Figure 1. Cell density map.
Drawn at 2 px/um. The die is cut into 15 by 15 equal tiles; black is low, pale yellow is high, 0 to 100% covered.
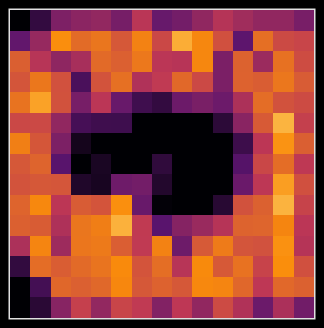
Figure 2. Register map, names as in the netlist.
Drawn at 2 px/um. Other sequential cells in the stronger gray, the rest of the logic in the fainter gray.
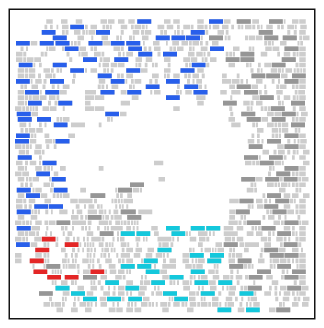
Figure 3. Metal 2.
Drawn at 2 px/um.
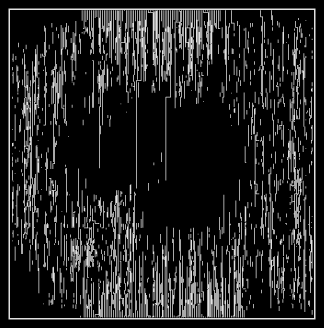
Figure 4. Cell sizes after repair.
Drawn at 3 px/um.
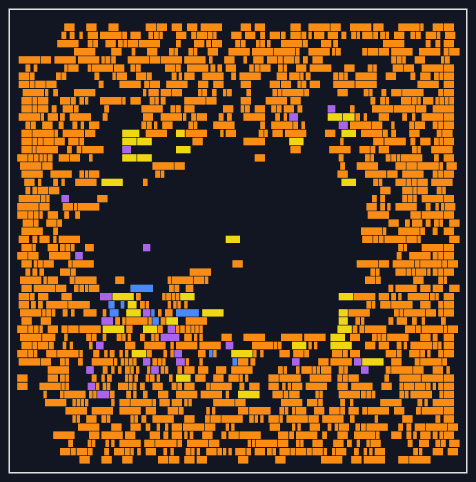
`src/rtl/peripheral_msi_ahb3_pkg.sv`:
```
// Shared AHB3-Lite encodings and the AHB3-to-APB4 bridge state type.
package peripheral_msi_ahb3_pkg;

    // HTRANS codes
    localparam logic [1:0] HTRANS_IDLE   = 2'b00;
    localparam logic [1:0] HTRANS_BUSY   = 2'b01;
    localparam logic [1:0] HTRANS_NONSEQ = 2'b10;
    localparam logic [1:0] HTRANS_SEQ    = 2'b11;

    // HSIZE codes (transfer width in bits)
    localparam logic [2:0] HSIZE_B8    = 3'b000;
    localparam logic [2:0] HSIZE_B16   = 3'b001;
    localparam logic [2:0] HSIZE_B32   = 3'b010;
    localparam logic [2:0] HSIZE_B64   = 3'b011;
    localparam logic [2:0] HSIZE_B128  = 3'b100;
    localparam logic [2:0] HSIZE_B256  = 3'b101;
    localparam logic [2:0] HSIZE_B512  = 3'b110;
    localparam logic [2:0] HSIZE_B1024 = 3'b111;

    // HRESP codes
    localparam logic HRESP_OKAY  = 1'b0;
    localparam logic HRESP_ERROR = 1'b1;

    // Bridge sequencing states
    typedef enum logic [2:0] {
        ST_IDLE   = 3'd0,
        ST_WDATA  = 3'd1,
        ST_SETUP  = 3'd2,
        ST_ACCESS = 3'd3,
        ST_DONE   = 3'd4,
        ST_ERR1   = 3'd5,
        ST_ERR2   = 3'd6
    } bridge_state_t;

endpackage

```
`src/rtl/peripheral_msi_apb4_strb_gen.sv`:
```
// Byte-strobe generator: a run of 2^hsize ones placed at the byte lane
// selected by the address LSBs; bytes that would fall past the top lane are dropped.
module peripheral_msi_apb4_strb_gen #(
    parameter int XLEN = 64,
    parameter int AW   = $clog2(XLEN/8)
) (
    input  logic [2:0]        hsize,
    input  logic [AW-1:0]     addr_lsb,
    output logic [XLEN/8-1:0] pstrb
);

    localparam int NB = XLEN/8;

    logic [NB-1:0] mask;

    // Build the unshifted lane mask, then move it to the addressed lane
    always_comb begin
        mask = '0;
        for (int i = 0; i < NB; i++) begin
            if (i < (32'd1 << hsize)) begin
                mask[i] = 1'b1;
            end
        end
        pstrb = mask << addr_lsb;
    end

endmodule

```
`src/rtl/peripheral_msi_bridge_ahb3_apb4.sv`:
```
// AHB3-Lite slave to APB4 master bridge. Every accepted AHB transfer is turned
// into exactly one APB4 transfer; the AHB side is stalled with HREADYOUT=0.
//
// Handshakes: an AHB transfer is accepted when HSEL & HREADY & HTRANS is
// NONSEQ/SEQ while HREADYOUT=1 (states IDLE, DONE, ERR2). On APB, one transfer
// is SETUP (PSEL=1, PENABLE=0) for one cycle followed by ACCESS (PSEL=1,
// PENABLE=1) until PREADY=1; PSLVERR is only looked at when PREADY=1.
module peripheral_msi_bridge_ahb3_apb4
    import peripheral_msi_ahb3_pkg::*;
#(
    parameter int PLEN       = 64,
    parameter int XLEN       = 64,
    parameter int PADDR_SIZE = 32
) (
    input  logic                  HRESETn,
    input  logic                  HCLK,
    input  logic                  HSEL,
    input  logic [PLEN-1:0]       HADDR,
    input  logic [XLEN-1:0]       HWDATA,
    output logic [XLEN-1:0]       HRDATA,
    input  logic                  HWRITE,
    input  logic [2:0]            HSIZE,
    input  logic [2:0]            HBURST,
    input  logic [3:0]            HPROT,
    input  logic [1:0]            HTRANS,
    input  logic                  HMASTLOCK,
    input  logic                  HREADY,
    output logic                  HREADYOUT,
    output logic                  HRESP,
    output logic                  PSEL,
    output logic                  PENABLE,
    output logic [PADDR_SIZE-1:0] PADDR,
    output logic                  PWRITE,
    output logic [XLEN-1:0]       PWDATA,
    output logic [XLEN/8-1:0]     PSTRB,
    output logic [2:0]            PPROT,
    input  logic [XLEN-1:0]       PRDATA,
    input  logic                  PREADY,
    input  logic                  PSLVERR,
    output bridge_state_t         dbg_state
);

    localparam int         AW        = $clog2(XLEN/8);
    localparam logic [2:0] MAX_HSIZE = 3'(AW);

    bridge_state_t     state;
    logic              accept;
    logic              size_err;
    logic [XLEN/8-1:0] strb_next;
    logic              unused_ok;

    // Burst type, lock and cacheable/bufferable bits carry no meaning on APB
    assign unused_ok = &{1'b0, HBURST, HMASTLOCK, HPROT[3:2], HADDR};

    assign accept    = HSEL & HREADY & ((HTRANS == HTRANS_NONSEQ) | (HTRANS == HTRANS_SEQ))
                       & HREADYOUT;
    assign size_err  = (HSIZE > MAX_HSIZE);
    assign dbg_state = state;

    peripheral_msi_apb4_strb_gen #(
        .XLEN (XLEN),
        .AW   (AW)
    ) u_strb_gen (
        .hsize    (HSIZE),
        .addr_lsb (HADDR[AW-1:0]),
        .pstrb    (strb_next)
    );

    // Bridge sequencer; every bus output is a register set on state entry
    always_ff @(posedge HCLK) begin
        if (!HRESETn) begin
            state     <= ST_IDLE;
            HREADYOUT <= 1'b1;
            HRESP     <= HRESP_OKAY;
            HRDATA    <= '0;
            PSEL      <= 1'b0;
            PENABLE   <= 1'b0;
            PADDR     <= '0;
            PWRITE    <= 1'b0;
            PWDATA    <= '0;
            PSTRB     <= '0;
            PPROT     <= '0;
        end else begin
            case (state)
                ST_IDLE, ST_DONE, ST_ERR2: begin
                    if (accept) begin
                        // Address phase: latch everything APB needs up front
                        PADDR     <= HADDR[PADDR_SIZE-1:0];
                        PWRITE    <= HWRITE;
                        PSTRB     <= HWRITE ? strb_next : '0;
                        PPROT     <= {~HPROT[0], 1'b1, HPROT[1]};
                        HREADYOUT <= 1'b0;
                        if (size_err) begin
                            // Too wide for the data path: no APB access at all
                            HRESP <= HRESP_ERROR;
                            state <= ST_ERR1;
                        end else if (HWRITE) begin
                            HRESP <= HRESP_OKAY;
                            state <= ST_WDATA;
                        end else begin
                            HRESP <= HRESP_OKAY;
                            PSEL  <= 1'b1;
                            state <= ST_SETUP;
                        end
                    end else begin
                        HREADYOUT <= 1'b1;
                        HRESP     <= HRESP_OKAY;
                        state     <= ST_IDLE;
                    end
                end

                ST_WDATA: begin
                    // HWDATA is valid in the data phase, one cycle after accept
                    PWDATA <= HWDATA;
                    PSEL   <= 1'b1;
                    state  <= ST_SETUP;
                end

                ST_SETUP: begin
                    PENABLE <= 1'b1;
                    state   <= ST_ACCESS;
                end

                ST_ACCESS: begin
                    if (PREADY) begin
                        PSEL    <= 1'b0;
                        PENABLE <= 1'b0;
                        if (PSLVERR) begin
                            HRESP <= HRESP_ERROR;
                            state <= ST_ERR1;
                        end else begin
                            if (!PWRITE) begin
                                HRDATA <= PRDATA;
                            end
                            HREADYOUT <= 1'b1;
                            state     <= ST_DONE;
                        end
                    end
                end

                ST_ERR1: begin
                    // Second cycle of the two-cycle AHB ERROR response
                    HREADYOUT <= 1'b1;
                    state     <= ST_ERR2;
                end

                default: begin
                    HREADYOUT <= 1'b1;
                    HRESP     <= HRESP_OKAY;
                    PSEL      <= 1'b0;
                    PENABLE   <= 1'b0;
                    state     <= ST_IDLE;
                end
            endcase
        end
    end

endmodule

```
`config.mk`:
```
export PLATFORM = sky130hd
export DESIGN_NAME = peripheral_msi_bridge_ahb3_apb4
export DESIGN_NICKNAME = d
export VERILOG_FILES = /design/src/rtl/peripheral_msi_ahb3_pkg.sv /design/src/rtl/peripheral_msi_apb4_strb_gen.sv /design/src/rtl/peripheral_msi_bridge_ahb3_apb4.sv
export SDC_FILE = /design/constraint.sdc
export NUM_CORES = 1
export LEC_CHECK = 0
export ABC_AREA = 1
export CORE_AREA = 2 2 150 152
export CTS_BUF_LIST = sky130_fd_sc_hd__clkbuf_2 sky130_fd_sc_hd__clkbuf_4 sky130_fd_sc_hd__clkbuf_8
export DETAILED_ROUTE_END_ITERATION = 10
export DIE_AREA = 0 0 152 154
export GPL_ROUTABILITY_DRIVEN = 0
export HOLD_SLACK_MARGIN = 0.08
export PLACE_DENSITY = 0.68
export SLEW_MARGIN = 20
export SYNTH_ARGS = -nofsm -noshare
export SYNTH_HDL_FRONTEND = slang
export SYNTH_SLANG_ARGS = --single-unit
```
`constraint.sdc`:
```
create_clock -name HCLK -period 1.85 [get_ports HCLK]
set_input_delay 0.37 -clock HCLK [delete_from_list [all_inputs] [get_ports HCLK]]
set_output_delay 0.37 -clock HCLK [all_outputs]
set_load 0.01 [all_outputs]
```
==> run_results.csv <==
group,metric,value,unit
setup_path,crit_cells,1,
cts,path_clk_slew,0.11,ns
cts,root_buffer,"clkbuf_8",
finish,nFillCells,2067,
die,die-area,0.0234,mm2
routing,drc_errors,0,
setup_path,required,1.48,ns
sta,setup_viol,0,
setup_path,crit_slowest_cell,"clkdlybuf4s50_1",
synth,syn_nets,1064,
die,dieHeight,154,um
cts,clk_latency,0.46,ns
grt,grt_pass1_vias,6380,
sta,max-slew-margin-rel,69.7,%
setup_path,worstPathCellList,"clkdlybuf4s50_1",
finish,layout.nets,1394,
synth,postSynthSeqShare,53.3,%
setup_path,worstRegToRegCells,6,
cts,cts_setup_buffers,0,
finish,mostFrequentLayoutCells,"clkdlybuf4s50_1 (346), dfxtp_1 (177), a21oi_1 (143)",
routing,wl_met2,9760,um
power,power.total,7.97,mW
sta,slew_violations,0,
setup_path,crit_path_end,"PWDATA[7]",
synth,ys_cells,852,
synth,yosys_area,0.00672,mm2
synth,synth_cell_types,24,
finish,layout_top_cell,"clkdlybuf4s50_1",
setup_path,crit_arrival,1.39,ns
placement,postPlaceCellArea,0.0105,mm2
cts,cts_sinks,179,
power,leakage,3.82,nW
run_status,outcome,"finished clean",
sta,timing.hold.ws,0.301,ns
worst_hold_path,whs_path_depth,3,
flow_run,tool_warnings,65,
worst_hold_path,min_path_type,"input pin to register",
setup_path,critPathKind,"register to output port",
grt,grt.overflow.total,0,
grt,grt_pass1_wl,33800,um
setup_path,crit_family,"buffers and inverters",
cts,cts_hold_buf,0,
sta,max_freq,569,MHz
routing,via_per_inst,4.59,
setup_path,r2r_start,"dbg_state[2]",
sta,rsz0062_at_grt,"false",
finish,comb_area,0.00246,mm2
finish,finish.cell_count_without_fillers,1475,
routing,highest_layer,"met4",
sta,tns,0,ns
setup_path,setup.worst_path.start,"PWDATA[7]",
die,die_w,152,um
setup_path,rrSetupSlack,0.34,ns
setup_path,endpoint_kind,"output port",
placement,placed_cells,1443,
sta,period_minus_slack,1.76,ns
setup_path,cp_max_fo,2,
setup_path,crit_buf_inv,1,
flow_run,cap_violations,0,
routing,wl_per_cell,14.4,um
placement,pre_cts_ws,-0.00776,ns
grt,antenna_found_initial,0,
routing,postRouteAntennaNets,0,
setup_path,cp-start-kind,"register",
cts,cts_tree,"done",
grt,track_usage,17.7,%
synth,synth_flops,179,
sta,skew,0.0176,ns
grt,grt_max_degree,75,
finish,syn_to_final_growth,61.6,%
sta,tightest_slew,0.454,ns
finish,drive_gt1_share,5.61,%
worst_hold_path,hp-start,"HRESETn",
power,p_per_area,734,mW/mm2
placement,io_buffers,351,
Notes on Figure 1 above:
nearly empty tiles: 12%
mean over tiles: 45%
tiles over 75% full: 4.9%
floorplan utilization: 31.0%
Core ar.: 0.0217 mm2
Final Util: 50.1%

Notes on Figure 2 above:
[cyan] PADDR | sequential cells: 32 | where: bottom middle
[blue] PWDATA | sequential cells: 64
[red] PSTRB | sequential cells: 8 | where: bottom left
not colored: 75
Seq. cell area: 0.00359 mm2
seq pwr: 4.06 mW
Seq/total area: 33.0%

Notes on Figure 3 above:
share of all routed wire: 46%
wire length on this layer: 9,760 um
main direction: vertical
nets with wire on the layer: 1,073
longest straight run: 57.3 um
DRT Wirelength: 21,300 um
met2 GRT Util: 28.5%
vias: 6,773

Notes on Figure 4 above:
[blue] _2 cells | cells: 9 | share: 0.75%
[orange] _0 and _1 cells | cells: 1,128 | share: 94%
[purple] _3 and _4 cells | cells: 24 | share: 2.0%
[yellow] _6 and larger | cells: 34 | share: 2.8%
final worst setup slack: 0.0911 ns
design area: 0.0109 mm2

synth_stat cells, drive strengths merged:
cell    instances  area, um2
a211oi          1       7.51
a21boi          1       7.51
a21oi         144        724
a31oi           1       6.26
buf            41        312
clkbuf         21       78.8
dfxtp         179       3580
inv            80        300
nand2         104        390
nand3          75        380
nand4           2       12.5
nor2           97        384
o211ai          1       7.51
o21ai         104        521
o21bai          1       7.51
layout make-up:
class,instances,share of cell area [%]
Timing Repair Buffer,373,34.8
Sequential cell,179,33.0
Multi-Input combinational cell,531,22.7
Tap cell,280,3.23
Inverter,80,2.76
Clock buffer,20,2.48
Clock inverter,12,1.07
layer usage:
layer / GRT usage (%) / vias up
met5: 0 / -
met4: 6.36 / 0
met3: 5.64 / 33
met2: 28.5 / 253
met1: 22.3 / 3042
li1: - / 3445
state kept, by name, indices dropped and copies added, names as in the netlist:
| signal | count |
|---|---|
| PWDATA | 64 |
| PENABLE | 1 |
| PWRITE | 1 |
| PSEL | 1 |
| PPROT | 3 |
| HRESP | 1 |
| HRDATA | 64 |
| dbg_state | 3 |
| PSTRB | 8 |
| HREADYOUT | 1 |
| PADDR | 32 |
report_power, final:
part	switching [mW]	internal [mW]	total, mW
clock	1.56	1.07	2.63
combinational	0.553	0.723	1.28
sequential	0.0730	3.99	4.06
logic make-up (layout without fill, tap and decap cells):
kind of cell | Yosys count | count (layout) | share of synthesized area [%]
DFF | 179 | 179 | 53.3
and+or+nand+nor | 278 | 278 | 17.4
AOI/OAI and AO/OA | 253 | 253 | 19.1
buffers and inverters | 142 | 485 | 10.3
repair_timing:
item	4_1_cts	5_1_grt
resized	4	2
endpoints found under the setup margin	3	2
hold endpoints to repair	0	0
Power is estimated from default activity; no workload was simulated.
